Figure 1. Clock nets (run 1).
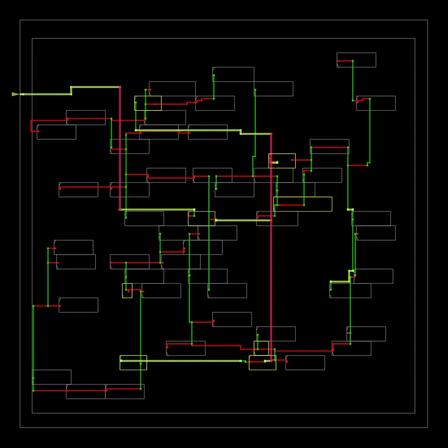
Figure 2. Signal metal coverage by tile (run 1).
(4 px per um) 15 x 15 tiles, from black (low) to pale yellow (high), scaled to the fullest tile. Values are wire area over tile area, all layers added.
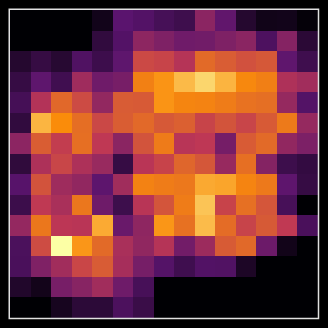
Figure 3. Met3 routing (run 1).
(6 px per um)
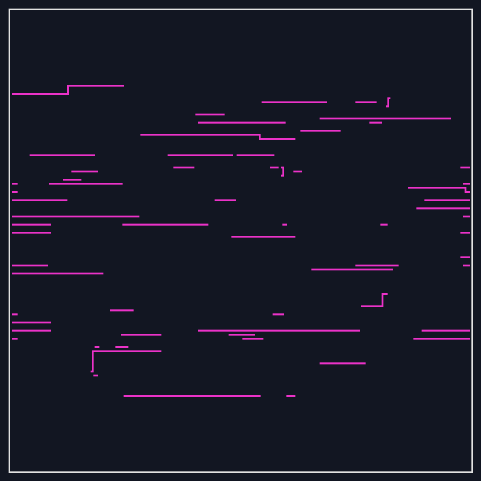
File: src/rtl/pipe_hazard_ctrl.sv
// Hazard and forwarding control for a 5-stage pipeline, tracking EX/MEM/WB tags in shadow registers.
// Control outputs are combinational from ID inputs and shadow state; shadow advances next cycle and holds while memory stalls.
module pipe_hazard_ctrl #(
  parameter int REG_AW = 5,
  parameter int FWD_EN = 1,
  parameter int CNT_W  = 16
) (
  input  logic              clk,
  input  logic              rst,
  input  logic              id_valid,
  input  logic [REG_AW-1:0] id_rs,
  input  logic [REG_AW-1:0] id_rt,
  input  logic              id_use_rs,
  input  logic              id_use_rt,
  input  logic [REG_AW-1:0] id_rd,
  input  logic              id_regwrite,
  input  logic              id_memread,
  input  logic              br_taken,
  input  logic              mem_req,
  input  logic              mem_ready,
  input  logic              cnt_clr,
  output logic              pc_write,
  output logic              ifid_write,
  output logic              ifid_flush,
  output logic              idex_bubble,
  output logic              pipe_en,
  output logic [1:0]        fwd_a,
  output logic [1:0]        fwd_b,
  output logic [CNT_W-1:0]  stall_cnt
);

  typedef struct packed {
    logic              valid;
    logic [REG_AW-1:0] rd;
    logic              regwrite;
    logic              memread;
    logic [REG_AW-1:0] rs;
    logic [REG_AW-1:0] rt;
  } shadow_t;

  shadow_t          ex_q, ex_d, mem_q, mem_d, wb_q, wb_d;
  logic [CNT_W-1:0] cnt_q, cnt_d;
  logic             freeze, hazard, rs_hit, rt_hit;
  logic             wb_unused;

  function automatic logic writes(input shadow_t e, input logic [REG_AW-1:0] r);
    return e.valid && e.regwrite && (e.rd == r) && (r != '0);
  endfunction

  // MEM is checked first so the youngest producer wins.
  function automatic logic [1:0] fwd_sel(input shadow_t m, input shadow_t w,
                                         input logic [REG_AW-1:0] r);
    if (FWD_EN == 0) return 2'b00;
    if (writes(m, r)) return 2'b10;
    if (writes(w, r)) return 2'b01;
    return 2'b00;
  endfunction

  always_comb begin
    freeze = mem_req & ~mem_ready;
    if (FWD_EN != 0) begin
      rs_hit = ex_q.memread & writes(ex_q, id_rs);
      rt_hit = ex_q.memread & writes(ex_q, id_rt);
    end else begin
      // WB is excluded: the register file writes before ID reads it.
      rs_hit = writes(ex_q, id_rs) | writes(mem_q, id_rs);
      rt_hit = writes(ex_q, id_rt) | writes(mem_q, id_rt);
    end
    hazard = id_valid & ((id_use_rs & rs_hit) | (id_use_rt & rt_hit));
  end

  assign pipe_en     = ~freeze;
  assign pc_write    = ~freeze & ~hazard;
  assign ifid_write  = ~freeze & ~hazard;
  assign idex_bubble = hazard & ~freeze;
  assign ifid_flush  = br_taken & ~hazard & ~freeze;
  assign fwd_a       = fwd_sel(mem_q, wb_q, ex_q.rs);
  assign fwd_b       = fwd_sel(mem_q, wb_q, ex_q.rt);
  assign stall_cnt   = cnt_q;

  // WB only ever serves as a forwarding source; its source tags are kept for completeness.
  assign wb_unused = wb_q.memread ^ (^wb_q.rs) ^ (^wb_q.rt);

  always_comb begin
    ex_d  = ex_q;
    mem_d = mem_q;
    wb_d  = wb_q;
    if (!freeze) begin
      wb_d  = mem_q;
      mem_d = ex_q;
      if (hazard) begin
        ex_d = '0;
      end else begin
        ex_d.valid    = id_valid;
        ex_d.rd       = id_rd;
        ex_d.regwrite = id_regwrite;
        ex_d.memread  = id_memread;
        ex_d.rs       = id_rs;
        ex_d.rt       = id_rt;
      end
    end
  end

  always_comb begin
    cnt_d = cnt_q;
    if (cnt_clr) begin
      cnt_d = '0;
    end else if (!pc_write && (cnt_q != {CNT_W{1'b1}})) begin
      cnt_d = cnt_q + {{(CNT_W-1){1'b0}}, 1'b1};
    end
  end

  always_ff @(posedge clk) begin
    if (rst) begin
      ex_q  <= '0;
      mem_q <= '0;
      wb_q  <= '0;
      cnt_q <= '0;
    end else begin
      ex_q  <= ex_d;
      mem_q <= mem_d;
      wb_q  <= wb_d;
      cnt_q <= cnt_d;
    end
  end

endmodule

File: config.mk
export PLATFORM = sky130hd
export DESIGN_NAME = pipe_hazard_ctrl
export DESIGN_NICKNAME = d
export VERILOG_FILES = /design/src/rtl/pipe_hazard_ctrl.sv
export SDC_FILE = /design/constraint.sdc
export NUM_CORES = 1
export LEC_CHECK = 0
export CORE_MARGIN = 2
export CORE_UTILIZATION = 45
export DETAILED_ROUTE_END_ITERATION = 8
export PLACE_DENSITY = 0.83
export SLEW_MARGIN = 20
export SYNTH_ARGS = -nofsm -noshare
export SYNTH_HDL_FRONTEND = slang
export SYNTH_SLANG_ARGS = --single-unit
File: constraint.sdc
create_clock -name clk -period 2.5 [get_ports clk]
set_clock_uncertainty 0.05 [all_clocks]
set_input_delay 0.5 -clock clk [delete_from_list [all_inputs] [get_ports clk]]
set_output_delay 0.5 -clock clk [all_outputs]
set_load 0.01 [all_outputs]
==> CHANGELOG.md, run 1 <==
### Physical design

* Status: finished, violations left
* Failing checks: negative setup slack
* Critical Path Source Type: flop
* DR vias/cell at roughly 5.6
* Crit-path cells: xor2_2 -> nand4b_1 -> or4_4 -> o211a_4 -> and2_4 -> buf_6
* Post-synth EDFFs at 0
* DP Wirelength at ~4700 um
* CP Data Required Time at 1.95 ns
* Yosys chip area at between 2000 and 2500 um^2
* PostCTS Resize Cnt at approximately 70
* Area Overhead vs Synth at 47.80%
* Layout cells sized above 1 at 0.2577
* Cell area after synthesis at about 2400 um^2
* Placer Congestion at 0.8854
* Post-synthesis register bit count at between 40 and 50
* Antenna violations before repair at 0
* Final setup violating endpoints at 2
* Synthesis warning total at 0
* Fmax at about 380 MHz
* Worst setup margin at -0.1042 ns
* Crit path capture: ifid_flush
* Worst r2r src: ex_q[14]
* Critical path type: reg2out
* Final hold viol count at 0
* P_sw at around 460 uW
* Post-route design area at about 3500 um^2
* Delay of the slowest cell on the worst path at 0.50 ns
* Primary FF master, synth: dfxtp_1
* Syn avg cell area at 7.818 um^2
* Fillers at 406
* Num rows at 26
* DIE AREA at ~5900 um^2
* Yosys cell count at between 300 and 400
## Picture notes: Figure 1
Clock Sinks: 48
flip-flops: 48
clock buf count: 5
CTS Buf Count: 5

## Picture notes: Figure 2
tiles over half the peak: 36%
fullest tile: 0.54
densest ninth of the die: center
mean over tiles: 0.21

## Picture notes: Figure 3
nets with wire on the layer: 51
longest straight run: 26.7 um
share of all routed wire: 5.8%
main direction: horizontal
wire length on this layer: 441 um

-- run 1: cell families after synthesis --
| kind of cell | count (synthesis) | share of synthesized area |
|---|---|---|
| and+or+nand+nor | 143 | 0.2898 |
| AOI/OAI and AO/OA | 66 | 0.1632 |
| DFF | 48 | 0.4017 |
| xor gates and xnor gates | 28 | 0.1025 |
| buffers and inverters | 20 | 0.03765 |
| adders and majority gates | 1 | 0.005229 |
-- run 1: synthesized netlist by cell type, types with 2 or more instances --
cell type / n / area share
nand2_1: 66 / 0.10
dfxtp_1: 48 / 0.40
a21oi_1: 39 / 0.082
xnor2_1: 24 / 0.088
nor2_1: 16 / 0.025
clkbuf_1: 12 / 0.019
nand3_1: 11 / 0.023
nand4_1: 10 / 0.026
o21ai_0: 9 / 0.019
or3_1: 9 / 0.024
or4_1: 9 / 0.028
a22oi_1: 7 / 0.022
nor4_1: 6 / 0.016
and2_1: 5 / 0.013
o31ai_1: 5 / 0.016
xor2_1: 4 / 0.015
and3_1: 3 / 0.0078
buf_2: 3 / 0.0063
nor3_1: 3 / 0.0063
nand4b_1: 2 / 0.0073
o211ai_1: 2 / 0.0063
-- run 1: final cells by class --
type                    count  area share
clock buffers               5     0.01946
clock inverters             3     0.01203
flip-flops and latches     48      0.2742
multi-input cells         238      0.4278
repair buffers             92      0.2396
inverters                   2    0.002123
well taps                  70     0.02477
-- run 1: power groups by stage --
| stage | registers (uW) | clock network, uW | logic (uW) |
|---|---|---|---|
| 3_3_place_gp | 836 | 0 | 227 |
| 4_1_cts | 820 | 584 | 247 |
| 5_1_grt | 827 | 625 | 316 |
| 6_report | 824 | 579 | 297 |
| 3_5_place_dp | 837 | 0 | 233 |
| 2_1_floorplan | 834 | 0 | 124 |
-- run 1: placed cells by master, fill, tap and decap left out, types with 3 or more instances in the layout --
| master | count |
|---|---|
| buf_2 | 6 |
| a22oi_1 | 7 |
| clkbuf_8 | 5 |
| clkdlybuf4s15_1 | 4 |
| nand4_1 | 10 |
| o21ai_0 | 8 |
| xnor2_1 | 23 |
| nor2_1 | 13 |
| dfxtp_1 | 43 |
| o31ai_1 | 3 |
| nand3_1 | 11 |
| or3_4 | 3 |
| and2_1 | 3 |
| buf_6 | 5 |
| buf_4 | 35 |
| nand2_1 | 66 |
| dfxtp_2 | 4 |
| or3_1 | 6 |
| clkdlybuf4s50_1 | 30 |
| nor3_1 | 3 |
| a21oi_2 | 7 |
| and3_1 | 3 |
| dlygate4sd2_1 | 6 |
| or4_4 | 7 |
| a21oi_1 | 31 |
| or4_1 | 3 |
| xor2_1 | 3 |
-- run 1: layer usage --
layer	vias to the layer above	part of all wire	global-route usage	routed length (um)
met4	0	0.013	0.08182	96
met2	96	0.54	0.4325	4137
met5	-	0	0	0
met3	12	0.057	0.05882	441
li1	1235	-	-	-
met1	1244	0.39	0.2568	2996
-- run 1: stage by stage --
step	std cells	setup TNS [ns]	hold WS, ns	setup slack [ns]
floorplan	306	0	0.3951	0.01151
global placement	438	-10.58	0.4097	-0.6904
detailed placement	438	-12.69	0.4207	-0.7360
CTS	449	-0.1406	0.4250	-0.08786
global route	458	-0.5058	0.4462	-0.1636
finish	458	-0.1764	0.4329	-0.1042
==> run 2: changes to the inputs <==
--- a/config.mk
+++ b/config.mk
@@ -5,7 +5,7 @@
 export SDC_FILE = /design/constraint.sdc
 export NUM_CORES = 1
 export LEC_CHECK = 0
-export CORE_MARGIN = 2
+export CORE_MARGIN = 1
 export CORE_UTILIZATION = 45
 export DETAILED_ROUTE_END_ITERATION = 8
 export PLACE_DENSITY = 0.83
Figure 4. Clock nets (run 2).
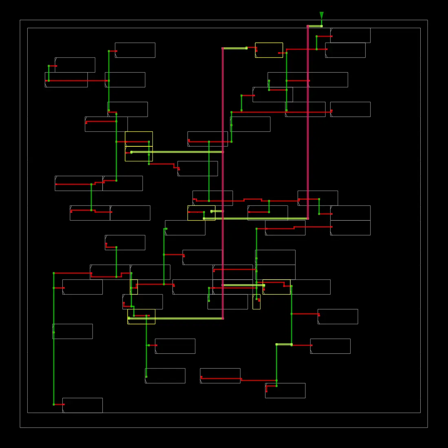
clock buf count: 8
P_clk: 481 uW
clk latency late pin: 0.30 ns

Figure 5. Met3 routing (run 2).
(6 px per um)
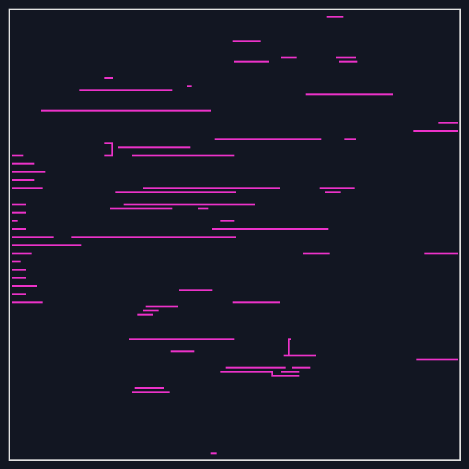
nets with wire on the layer: 52
wire length on this layer: 443 um
main direction: horizontal
longest straight run: 28.1 um
share of all routed wire: 6.6%

==> CHANGELOG.md, run 2 <==
### Physical design

* Fmax at 387.4 MHz (was 384.0 MHz)
* Primary FF master, synth: dfxtp_1 (unchanged)
* Layout cells sized above 1 at 0.2145 (was 0.2577)
* CP Data Required Time at 1.95 ns (about the same)
* GR Overflow Total at 0 (unchanged)
* Slew @ Worst Pin at 0.5349 ns (was 0.3813 ns)
* Final hold viol count at 0 (unchanged)
* Top cells by count, synth: nand2_1, dfxtp_1, a21oi_1, xnor2_1, nor2_1 (unchanged)
* DP Wirelength at 4671 um (was 4686 um)
* Critical Path Source Type: flop (unchanged)
* Post-route design area at 3357 um^2 (was 3536 um^2)
* Final setup violating endpoints at 2 (unchanged)
* Core Util at FP at 0.4684 (unchanged)
* Final nets at 413 (was 414)
* Htree depth at 2 (unchanged)
* Yosys chip area at 2392 um^2 (unchanged)
* Clock Sinks at 48 (unchanged)
* Top-count cell post-synth: nand2_1 (unchanged)
* Maximum vdd drop at 277.1 uV (was 362.2 uV)
* Post-Route WL at 6761 um (was 7671 um)
* Failing checks: negative setup slack (unchanged)
* Cell area after synthesis at 2392 um^2 (unchanged)
* Critical path type: reg2out (unchanged)
* Total Neg Setup Slack at -0.08908 ns (was -0.1764 ns)
* Yosys cell count at 306 (unchanged)
* CTS Buf Count at 5 (unchanged)
* Commonest non-fill, non-tap cell in the layout: nand2_1 (unchanged)
* Dominant cell area share at 0.4017 (unchanged)
* Num rows at 26 (unchanged)
* Area Overhead vs Synth at 40.32% (was 47.80%)
* Synth area leaders: dfxtp_1, nand2_1, xnor2_1 (unchanged)
* Post-synth EDFFs at 0 (unchanged)
* Worst setup margin at -0.08118 ns (was -0.1042 ns)
* First-pass GRT wire length at 10600 um (was 11220 um)
* Inserted Diodes at 0 (unchanged)
* Post-synthesis register bit count at 48 (unchanged)
* Area leader, netlist: dfxtp_1 (unchanged)
* Synthesis warning total at 0 (unchanged)
* Placer Congestion at 0.8727 (was 0.8854)
* Status: finished, violations left (unchanged)
* Top logic cells by instance count in the layout: nand2_1, dfxtp_1, buf_4, a21oi_1, clkdlybuf4s50_1 (unchanged)
* Fin crit share at 1.032 (was 1.042)
* DR vias/cell at 5.586 (was 5.648)
* Antenna violations before repair at 0 (unchanged)
* Delay of the slowest cell on the worst path at 0.53 ns (was 0.50 ns)
* Syn avg cell area at 7.818 um^2 (unchanged)
* Via Count at 2553 (was 2587)
* Crit-path cells: xor2_2 -> nand4b_1 -> or4_4 -> o211a_4 -> and2_4 -> buf_6 (unchanged)
* DIE AREA at 5612 um^2 (was 5915 um^2)
* Pre-CTS setup slack at -0.6946 ns (was -0.7360 ns)
## run 2: kinds of logic after synthesis
logic type	count (synthesis)	share of synthesized area
xor+xnor	28	0.1025
flops	48	0.4017
compound gates	66	0.1632
fa+ha+maj	1	0.005229
simple gates	143	0.2898
buf+inv	20	0.03765
## run 2: timing repair
item                       in CTS  in global routing
pin swaps                      15                 13
cloned                          0                  0
gates resized                  60                 21
buffers inserted                6                  3
setup endpoints to repair      37                 26
## run 2: path summary, 6_finish.rpt
path         startpoint            end
max            ex_q[14]     ifid_flush
min            id_rt[0]        ex_q[0]
max reg2reg    ex_q[14]  stall_cnt[13]
min reg2reg   mem_q[11]       wb_q[11]
## run 2: critical path: cells and delay by family (launching register included)
| kind | cells | cell delay [ns] |
|---|---|---|
| AND/OR/NAND/NOR | 3 | 0.83 |
| flip-flops | 1 | 0.37 |
| AND-OR/OR-AND | 1 | 0.27 |
| XOR/XNOR | 1 | 0.15 |
| buffers and inverters | 1 | 0.11 |
## run 2: stage by stage
stage | hold WS (ns) | std cells
detailed placement | 0.4116 | 440
global placement | 0.4041 | 440
global route | 0.4356 | 457
CTS | 0.4219 | 454
floorplan | 0.3951 | 306
finish | 0.4157 | 457
## run 2: cell type report
| type | instances | area [um^2] |
|---|---|---|
| Clock buffer | 8 | 90.09 |
| Fill cell | 429 | 1750 |
| Inverter | 2 | 7.507 |
| Multi-Input combinational cell | 238 | 1439 |
| Sequential cell | 48 | 967.2 |
| Tap cell | 70 | 87.58 |
| Timing Repair Buffer | 91 | 765.7 |
## run 2: power by group
group / switching [uW] / internal [uW] / leakage [uW]
registers: 30.3 / 791 / 0.000393
clock network: 255 / 226 / 0.0000455
logic: 127 / 146 / 0.000802
total: 413 / 1160 / 0.00124
## run 2: routing by layer
layer / wire [um] / share of wire / GRT usage / vias to the layer above
met5: 0 / 0 / 0 / -
met4: 162 / 0.024 / 0.09015 / 0
met3: 443 / 0.066 / 0.05890 / 15
met2: 3354 / 0.50 / 0.4234 / 95
met1: 2801 / 0.41 / 0.3272 / 1212
li1: - / - / - / 1231
Power figures rest on the tool's default switching activity, not on a simulated workload.
